--- src/rtl/alu_issue_arbiter.sv ---
// alu_issue_arbiter
//   Shares one registered-output 32-bit ALU between two requesters. Each
//   requester owns a small FIFO; a round-robin arbiter issues at most one op
//   per cycle into the ALU, and the ALU's registered result is presented on a
//   single valid/ready result port tagged with requester index and op tag.
//
// Ports
//   clk, reset (async, active low), flush (sync drop of queued ops)
//   req_valid/req_ready/req_func/req_a/req_b/req_sh/req_tag : two packed request lanes
//   alu_allow/alu_func/alu_in0/alu_in1/alu_c0               : ALU issue side
//   alu_result/alu_carry/alu_exc                            : ALU registered outputs
//   res_valid/res_ready/res_src/res_tag/res_data/res_carry/res_exc : result port
//   exc_seen                                                : sticky exception flag
module alu_issue_arbiter #(
    parameter int DEPTH = 4,
    parameter int TAG_W = 4
) (
    input  logic                 clk,
    input  logic                 reset,
    input  logic                 flush,
    input  logic [1:0]           req_valid,
    output logic [1:0]           req_ready,
    input  logic [11:0]          req_func,
    input  logic [63:0]          req_a,
    input  logic [63:0]          req_b,
    input  logic [9:0]           req_sh,
    input  logic [2*TAG_W-1:0]   req_tag,
    output logic                 alu_allow,
    output logic [5:0]           alu_func,
    output logic [31:0]          alu_in0,
    output logic [31:0]          alu_in1,
    output logic [4:0]           alu_c0,
    input  logic [31:0]          alu_result,
    input  logic                 alu_carry,
    input  logic [3:0]           alu_exc,
    output logic                 res_valid,
    input  logic                 res_ready,
    output logic                 res_src,
    output logic [TAG_W-1:0]     res_tag,
    output logic [31:0]          res_data,
    output logic                 res_carry,
    output logic [3:0]           res_exc,
    output logic                 exc_seen
);

    localparam int AW = $clog2(DEPTH);
    localparam logic [AW:0] PTR_ONE = {{AW{1'b0}}, 1'b1};

    typedef struct packed {
        logic [5:0]       func;
        logic [31:0]      a;
        logic [31:0]      b;
        logic [4:0]       sh;
        logic [TAG_W-1:0] tag;
    } entry_t;

    entry_t           mem_q [2][DEPTH];
    entry_t           mem_d [2][DEPTH];
    logic [AW:0]      wr_ptr_q [2];
    logic [AW:0]      wr_ptr_d [2];
    logic [AW:0]      rd_ptr_q [2];
    logic [AW:0]      rd_ptr_d [2];
    logic             rr_q, rr_d;
    logic             res_valid_q, res_valid_d;
    logic             res_src_q, res_src_d;
    logic [TAG_W-1:0] res_tag_q, res_tag_d;
    logic             exc_seen_q, exc_seen_d;

    entry_t           in_entry_s [2];
    entry_t           head_s;
    logic [1:0]       empty_s;
    logic [1:0]       full_s;
    logic [1:0]       push_s;
    logic             slot_free_s;
    logic             issue_s;
    logic             grant_s;

    // FIFO status, lane unpacking and arbitration decision
    always_comb begin
        for (int i = 0; i < 2; i++) begin
            empty_s[i] = (wr_ptr_q[i] == rd_ptr_q[i]);
            // Same slot index but different wrap bit means the FIFO is full.
            full_s[i]  = (wr_ptr_q[i][AW] != rd_ptr_q[i][AW]) &&
                         (wr_ptr_q[i][AW-1:0] == rd_ptr_q[i][AW-1:0]);
            // Flush-cycle pushes are dropped, so they are never accepted.
            push_s[i]  = req_valid[i] & ~full_s[i] & ~flush;
            in_entry_s[i].func = req_func[i*6 +: 6];
            in_entry_s[i].a    = req_a[i*32 +: 32];
            in_entry_s[i].b    = req_b[i*32 +: 32];
            in_entry_s[i].sh   = req_sh[i*5 +: 5];
            in_entry_s[i].tag  = req_tag[i*TAG_W +: TAG_W];
        end
        slot_free_s = ~res_valid_q | res_ready;
        issue_s     = slot_free_s & (empty_s != 2'b11) & ~flush;
        if (!empty_s[0] && !empty_s[1]) begin
            grant_s = rr_q;
        end else if (!empty_s[1]) begin
            grant_s = 1'b1;
        end else begin
            grant_s = 1'b0;
        end
        head_s = mem_q[grant_s][rd_ptr_q[grant_s][AW-1:0]];
    end

    // FIFO storage and pointer next-state
    always_comb begin
        mem_d    = mem_q;
        wr_ptr_d = wr_ptr_q;
        rd_ptr_d = rd_ptr_q;
        for (int i = 0; i < 2; i++) begin
            if (flush) begin
                rd_ptr_d[i] = wr_ptr_q[i];
            end else begin
                if (push_s[i]) begin
                    mem_d[i][wr_ptr_q[i][AW-1:0]] = in_entry_s[i];
                    wr_ptr_d[i] = wr_ptr_q[i] + PTR_ONE;
                end else begin
                    wr_ptr_d[i] = wr_ptr_q[i];
                end
                if (issue_s && (grant_s == i[0])) begin
                    rd_ptr_d[i] = rd_ptr_q[i] + PTR_ONE;
                end else begin
                    rd_ptr_d[i] = rd_ptr_q[i];
                end
            end
        end
    end

    // Result slot, round-robin pointer and sticky exception next-state
    always_comb begin
        rr_d        = rr_q;
        res_valid_d = res_valid_q;
        res_src_d   = res_src_q;
        res_tag_d   = res_tag_q;
        if (issue_s) begin
            res_valid_d = 1'b1;
            res_src_d   = grant_s;
            res_tag_d   = head_s.tag;
            rr_d        = ~grant_s;
        end else if (res_ready) begin
            res_valid_d = 1'b0;
        end else begin
            res_valid_d = res_valid_q;
        end
        exc_seen_d = exc_seen_q | (res_valid_q & res_ready & (alu_exc != 4'b0000));
    end

    // State registers
    always_ff @(posedge clk or negedge reset) begin
        if (!reset) begin
            for (int i = 0; i < 2; i++) begin
                wr_ptr_q[i] <= '0;
                rd_ptr_q[i] <= '0;
                for (int j = 0; j < DEPTH; j++) begin
                    mem_q[i][j] <= '0;
                end
            end
            rr_q        <= 1'b0;
            res_valid_q <= 1'b0;
            res_src_q   <= 1'b0;
            res_tag_q   <= '0;
            exc_seen_q  <= 1'b0;
        end else begin
            mem_q       <= mem_d;
            wr_ptr_q    <= wr_ptr_d;
            rd_ptr_q    <= rd_ptr_d;
            rr_q        <= rr_d;
            res_valid_q <= res_valid_d;
            res_src_q   <= res_src_d;
            res_tag_q   <= res_tag_d;
            exc_seen_q  <= exc_seen_d;
        end
    end

    // The ALU captures only on allow; buses idle at zero otherwise.
    assign alu_allow = issue_s;
    assign alu_func  = issue_s ? head_s.func : 6'd0;
    assign alu_in0   = issue_s ? head_s.a    : 32'd0;
    assign alu_in1   = issue_s ? head_s.b    : 32'd0;
    assign alu_c0    = issue_s ? head_s.sh   : 5'd0;

    assign req_ready = ~full_s;
    assign res_valid = res_valid_q;
    assign res_src   = res_src_q;
    assign res_tag   = res_tag_q;
    // The ALU holds its output while allow is low, so these stay stable under stall.
    assign res_data  = alu_result;
    assign res_carry = alu_carry;
    assign res_exc   = alu_exc;
    assign exc_seen  = exc_seen_q;

endmodule

--- config.mk ---
export PLATFORM = sky130hd
export DESIGN_NAME = alu_issue_arbiter
export DESIGN_NICKNAME = d
export VERILOG_FILES = /design/src/rtl/alu_issue_arbiter.sv
export SDC_FILE = /design/constraint.sdc
export NUM_CORES = 1
export LEC_CHECK = 0
export ABC_AREA = 1
export CAP_MARGIN = 10
export CORE_AREA = 5 5 341 176
export DETAILED_ROUTE_END_ITERATION = 8
export DIE_AREA = 0 0 346 181
export PLACE_DENSITY = 0.88
export SYNTH_ARGS = -nofsm -noshare
export SYNTH_HDL_FRONTEND = slang
export SYNTH_SLANG_ARGS = --single-unit
--- constraint.sdc ---
create_clock -name clk -period 5.4 [get_ports clk]
set_input_delay 1.08 -clock clk [delete_from_list [all_inputs] [get_ports clk]]
set_output_delay 1.08 -clock clk [all_outputs]
set_load 0.1 [all_outputs]
**Run 1: register map, names as in the netlist**

Scale bar: 100 um. Other sequential cells in the stronger grey, the rest of the logic in the fainter grey.
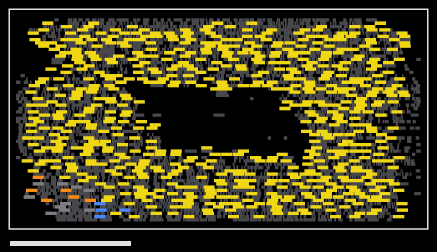
colour	name in the netlist	placed flops	where
yellow	mem_q	632	all over the die
blue	res_tag	4	bottom left
orange	rd_ptr_q	6	bottom left
not coloured	10
Flop area: 0.0163 mm^2
final design utilization: 62.5%
fraction of area in registers: 46.1%

**Run 1: gate-type map**

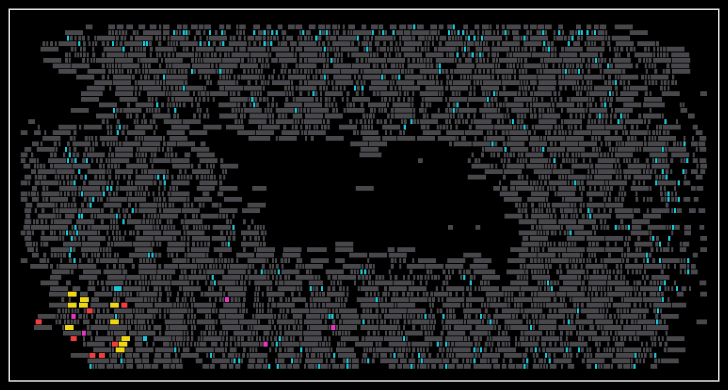
colour	family	cells	most used
yellow	fa/ha/maj cells	10	ha_1
magenta	and/or cells	5	or2_2
red	xor and xnor cells	7	xnor2_1
cyan	nor cells	230	nor2_1
most frequent logic cell in the layout: nand2_1
fin cells: 4892

**Run 1: routing congestion map**

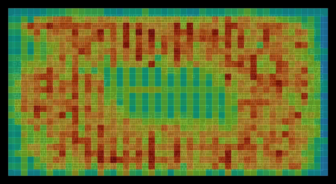
most used routing layer: met1
GR Util All Layers: 27.2%
GR met3 Demand/Resource: 5.59%

==> Slide: Implementation Results, run 1 <==
Implementation Results

Yosys
  – Synth Area in Adders: 0.407%
  – Number of enable flip-flop cells: 0
  – Simple-Gate Area Share: 22.1%
  – Synth area leader: dfrtp_1
  – Synth Warn #: 0
  – Post-Syn Nets: 4228
  – Seq cells post-synth: 652
  – Yosys synthesis chip area: 0.0308 mm^2
  – Dominant synthesized flop cell: dfrtp_1
  – Post-Syn Instances: 4017
  – Post-synth seq share: 53.0%
  – Netlist cell types: 27
  – Dominant cell area share: 53.0%

Global route
  – Vias in the first global route: 26.0k
  – Grt met2 use: 40.4%
  – Pin count of the biggest net entering global routing: 207
  – Initial antenna violation count: 3
  – Global route total overflow: 0
  – GR Util met1: 41.0%

Critical path
  – Worst stage delay on the critical path: 0.46 ns
  – Crit start category: flop
  – Worst Setup EP: alu_in1[23]
  – Crit path from: wr_ptr_q[0]
  – Critical path's slowest cell: buf_16
  – Critical path buffer and inverter count: 2
  – WP data required: 4.32 ns
  – Crit path kind: flop to primary output
  – Crit. End Element: primary output
  – Reg2reg setup slack: 2.36 ns
  – Worst R2R End: res_tag[3]
  – Reg2Reg Depth: 12
  – Crit-path max FO: 204
  – Worst-path cell chain: xnor2_1 > nand3_4 > nand2_8 > buf_16 > o21ai_0 > nand2_1 > nand2_1 > nand2_1 > nand2_1 > nor2_1 > buf_4

Cells and area
  – Fillers: 4702
  – Share of layout cells above drive strength 1: 6.07%
  – Number of clock buffers in the layout: 76
  – Final Instance Area: 0.0354 mm^2
  – Inverters: 328
  – Buffer share of cell area: 8.51%
  – Multi-input logic area: 0.0119 mm^2
  – Nets: 4284
  – #MultiIn Comb: 2733
  – Most instantiated logic cells after routing: 1419 x nand2_1, 873 x o21ai_0, 652 x dfrtp_1
  – Antenna diodes: 4
  – Top class by area: flip-flops and latches
  – Clk cell area share: 5.70%
  – Biggest regs: mem_q (632), rd_ptr_q (6), wr_ptr_q (6)

Clocking
  – Cts bufs inserted: 56
  – CTS tree: yes
  – Hold buffer count at cts: 0
  – Worst-case clock buffer depth: 3
  – Root buf cell: clkbuf_16
  – Clk slew on worst S/H paths: 0.07 ns
  – Htree depth: 2

Drt
  – Remaining DRCs: 0
  – Initial drt markers: 3312
  – WL final: 86.5 mm
  – Wire per inst: 17.7 um
  – Top Metal Used: met4
  – Metal2 WL: 37.8 mm
  – DRT Pass-1 Iters: 6

Timing
  – Worst slew pin tran: 1.06 ns
  – Slew Limit Fails: 0
  – Final period utilization: 92.4%
  – Final Hold Slack: 0.478 ns
  – Setup TNS: 0 ns
  – Setup violators final: 0
  – Final Hold Fails: 0
  – Fin Clk Skew: 0.0236 ns

Placement
  – Area after DPL: 0.0334 mm^2
  – GPL Wtd Cong: 0.868
  – Placed Cells: 4783
  – Pre-CTS setup slack: 0.755 ns

Job
  – OpenROAD warnings: 47

Floorplan
  – Die Ht: 181 um
  – Tap cell count: 768
  – Core area: 0.0566 mm^2

Min path
  – Worst hold path type: flop to flop
  – Hold_sp: res_src

Outcome
  – Status: finished, final reports clean
**Run 1: the metal 3 layer**

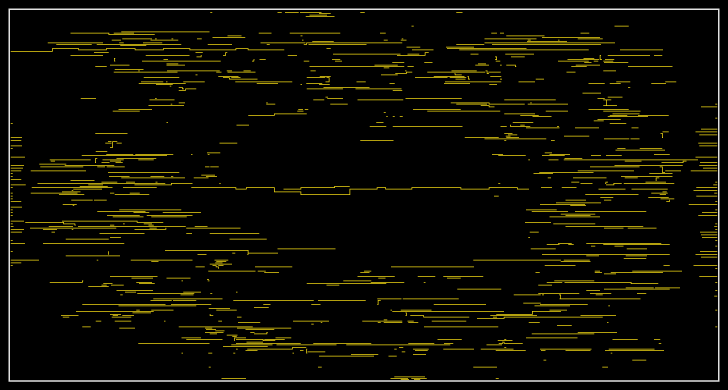

==> run 1 -> run 2 <==
Settings changed: CTS_BUF_LIST from default to sky130_fd_sc_hd__clkbuf_4.
**Run 2: the metal 3 layer**

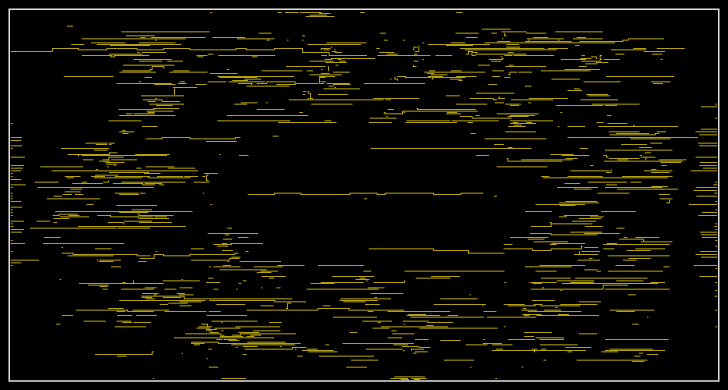
longest straight run	78.2 um
wire length on this layer	9630 um
nets with wire on the layer	407

**Run 2: routing congestion map**

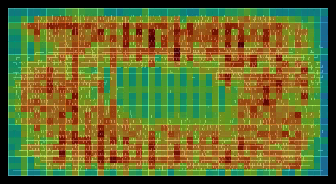
wire per inst: 17.7 um
GR met3 Demand/Resource: 6.70%
grt met2 use: 39.5%
GR Util met1: 40.8%

==> Slide: Implementation Results, run 2 <==
Implementation Results

Outcome
  – Status: finished, final reports clean

Placement
  – DPL Wire Length: 53.2 mm
  – Area after DPL: 0.0334 mm^2
  – GPL Wtd Cong: 0.868
  – Placed Cells: 4783
  – Pre-CTS setup slack: 0.755 ns

Cells and area
  – Top class by area: flip-flops and latches
  – Fillers: 4816
  – Most instantiated logic cells after routing: 1419 x nand2_1, 873 x o21ai_0, 652 x dfrtp_1
  – Flop area: 0.0163 mm^2
  – Multi-input logic area: 0.0119 mm^2
  – Nets: 4380
  – Inverters: 328
  – Fraction of area in registers: 46.2%
  – Clk cell area share: 5.14%
  – #MultiIn Comb: 2736
  – Buffer share of cell area: 8.67%
  – Bufs w/o clock: 304
  – Antenna diodes: 5
  – Max FFs per register: 632
  – Most flops, register: mem_q
  – Share of layout cells above drive strength 1: 9.04%
  – Final design utilization: 62.4%
  – Number of clock buffers in the layout: 214
  – Biggest regs: mem_q (632), rd_ptr_q (6), wr_ptr_q (6)
  – Most frequent logic cell in the layout: nand2_1
  – Fin cells: 5032
  – Final Instance Area: 0.0353 mm^2

Critical path
  – Worst R2R End: mem_q[381]
  – R2R Path Start: rd_ptr_q[3]
  – Crit start category: flop
  – Crit-path max FO: 68
  – Critical path buffer and inverter count: 4
  – Crit path kind: flop to primary output
  – Crit path from: rd_ptr_q[3]
  – Reg2Reg Depth: 9
  – Worst Setup EP: alu_in0[2]
  – Reg2reg setup slack: 2.41 ns
  – Cell mode on critical path: nand2_1
  – WP data required: 4.32 ns
  – Critical path's slowest cell: inv_6
  – Worst stage delay on the critical path: 0.49 ns
  – Worst-path cell chain: inv_2 > nand2_1 > nand2_1 > nand3_2 > nand2_4 > nand2_8 > nand2_1 > o21ai_4 > inv_6 > buf_12 > a21oi_1 > nor2_1 > buf_4
  – Crit. End Element: primary output

Timing
  – Max Fclk: 0.196 GHz
  – Worst slew pin tran: 1.05 ns
  – Setup violators final: 0
  – RSZ-0062 raised after global routing: false
  – Final Hold Slack: 0.319 ns
  – Setup TNS: 0 ns
  – Final Hold Fails: 0
  – Slew Limit Fails: 0
  – Final period utilization: 94.4%
  – Fin Clk Skew: 0.0595 ns

Yosys
  – Post-Syn Instances: 4017
  – Dominant cell area share: 53.0%
  – Post-Syn Nets: 4228
  – Simple-Gate Area Share: 22.1%
  – Netlist cell types: 27
  – Seq cells post-synth: 652
  – Synth Area in Adders: 0.407%
  – Post-synth seq share: 53.0%
  – Number of enable flip-flop cells: 0
  – Cell area leaders: dfrtp_1 53%, nand2_1 17%, o21ai_0 14%
  – Synth Warn #: 0
  – Yosys synthesis chip area: 0.0308 mm^2
  – Dominant synthesized flop cell: dfrtp_1
  – Synth area leader: dfrtp_1

Drt
  – Remaining DRCs: 0
  – Initial drt markers: 3248
  – Metal2 WL: 38.0 mm
  – WL final: 88.9 mm
  – DRT Pass-1 Iters: 6
  – Top Metal Used: met4

Clocking
  – Hold buffer count at cts: 0
  – CTS tree: yes
  – Htree depth: 4
  – Root buf cell: clkbuf_4
  – Clk slew on worst S/H paths: 0.07 ns
  – Cts bufs inserted: 147
  – Clock tree sinks: 652
  – Worst-case clock buffer depth: 3

Global route
  – Most used routing layer: met1
  – Initial antenna violation count: 5
  – Pin count of the biggest net entering global routing: 207
  – Global-route wire length before repair: 141 mm
  – Global route total overflow: 0
  – Vias in the first global route: 26.6k
  – GR Util All Layers: 27.4%

Floorplan
  – Die Ht: 181 um
  – Tap cell count: 768
  – Core area: 0.0566 mm^2

Job
  – OpenROAD warnings: 44

Min path
  – Worst hold path type: primary input to asynchronous set/reset pin
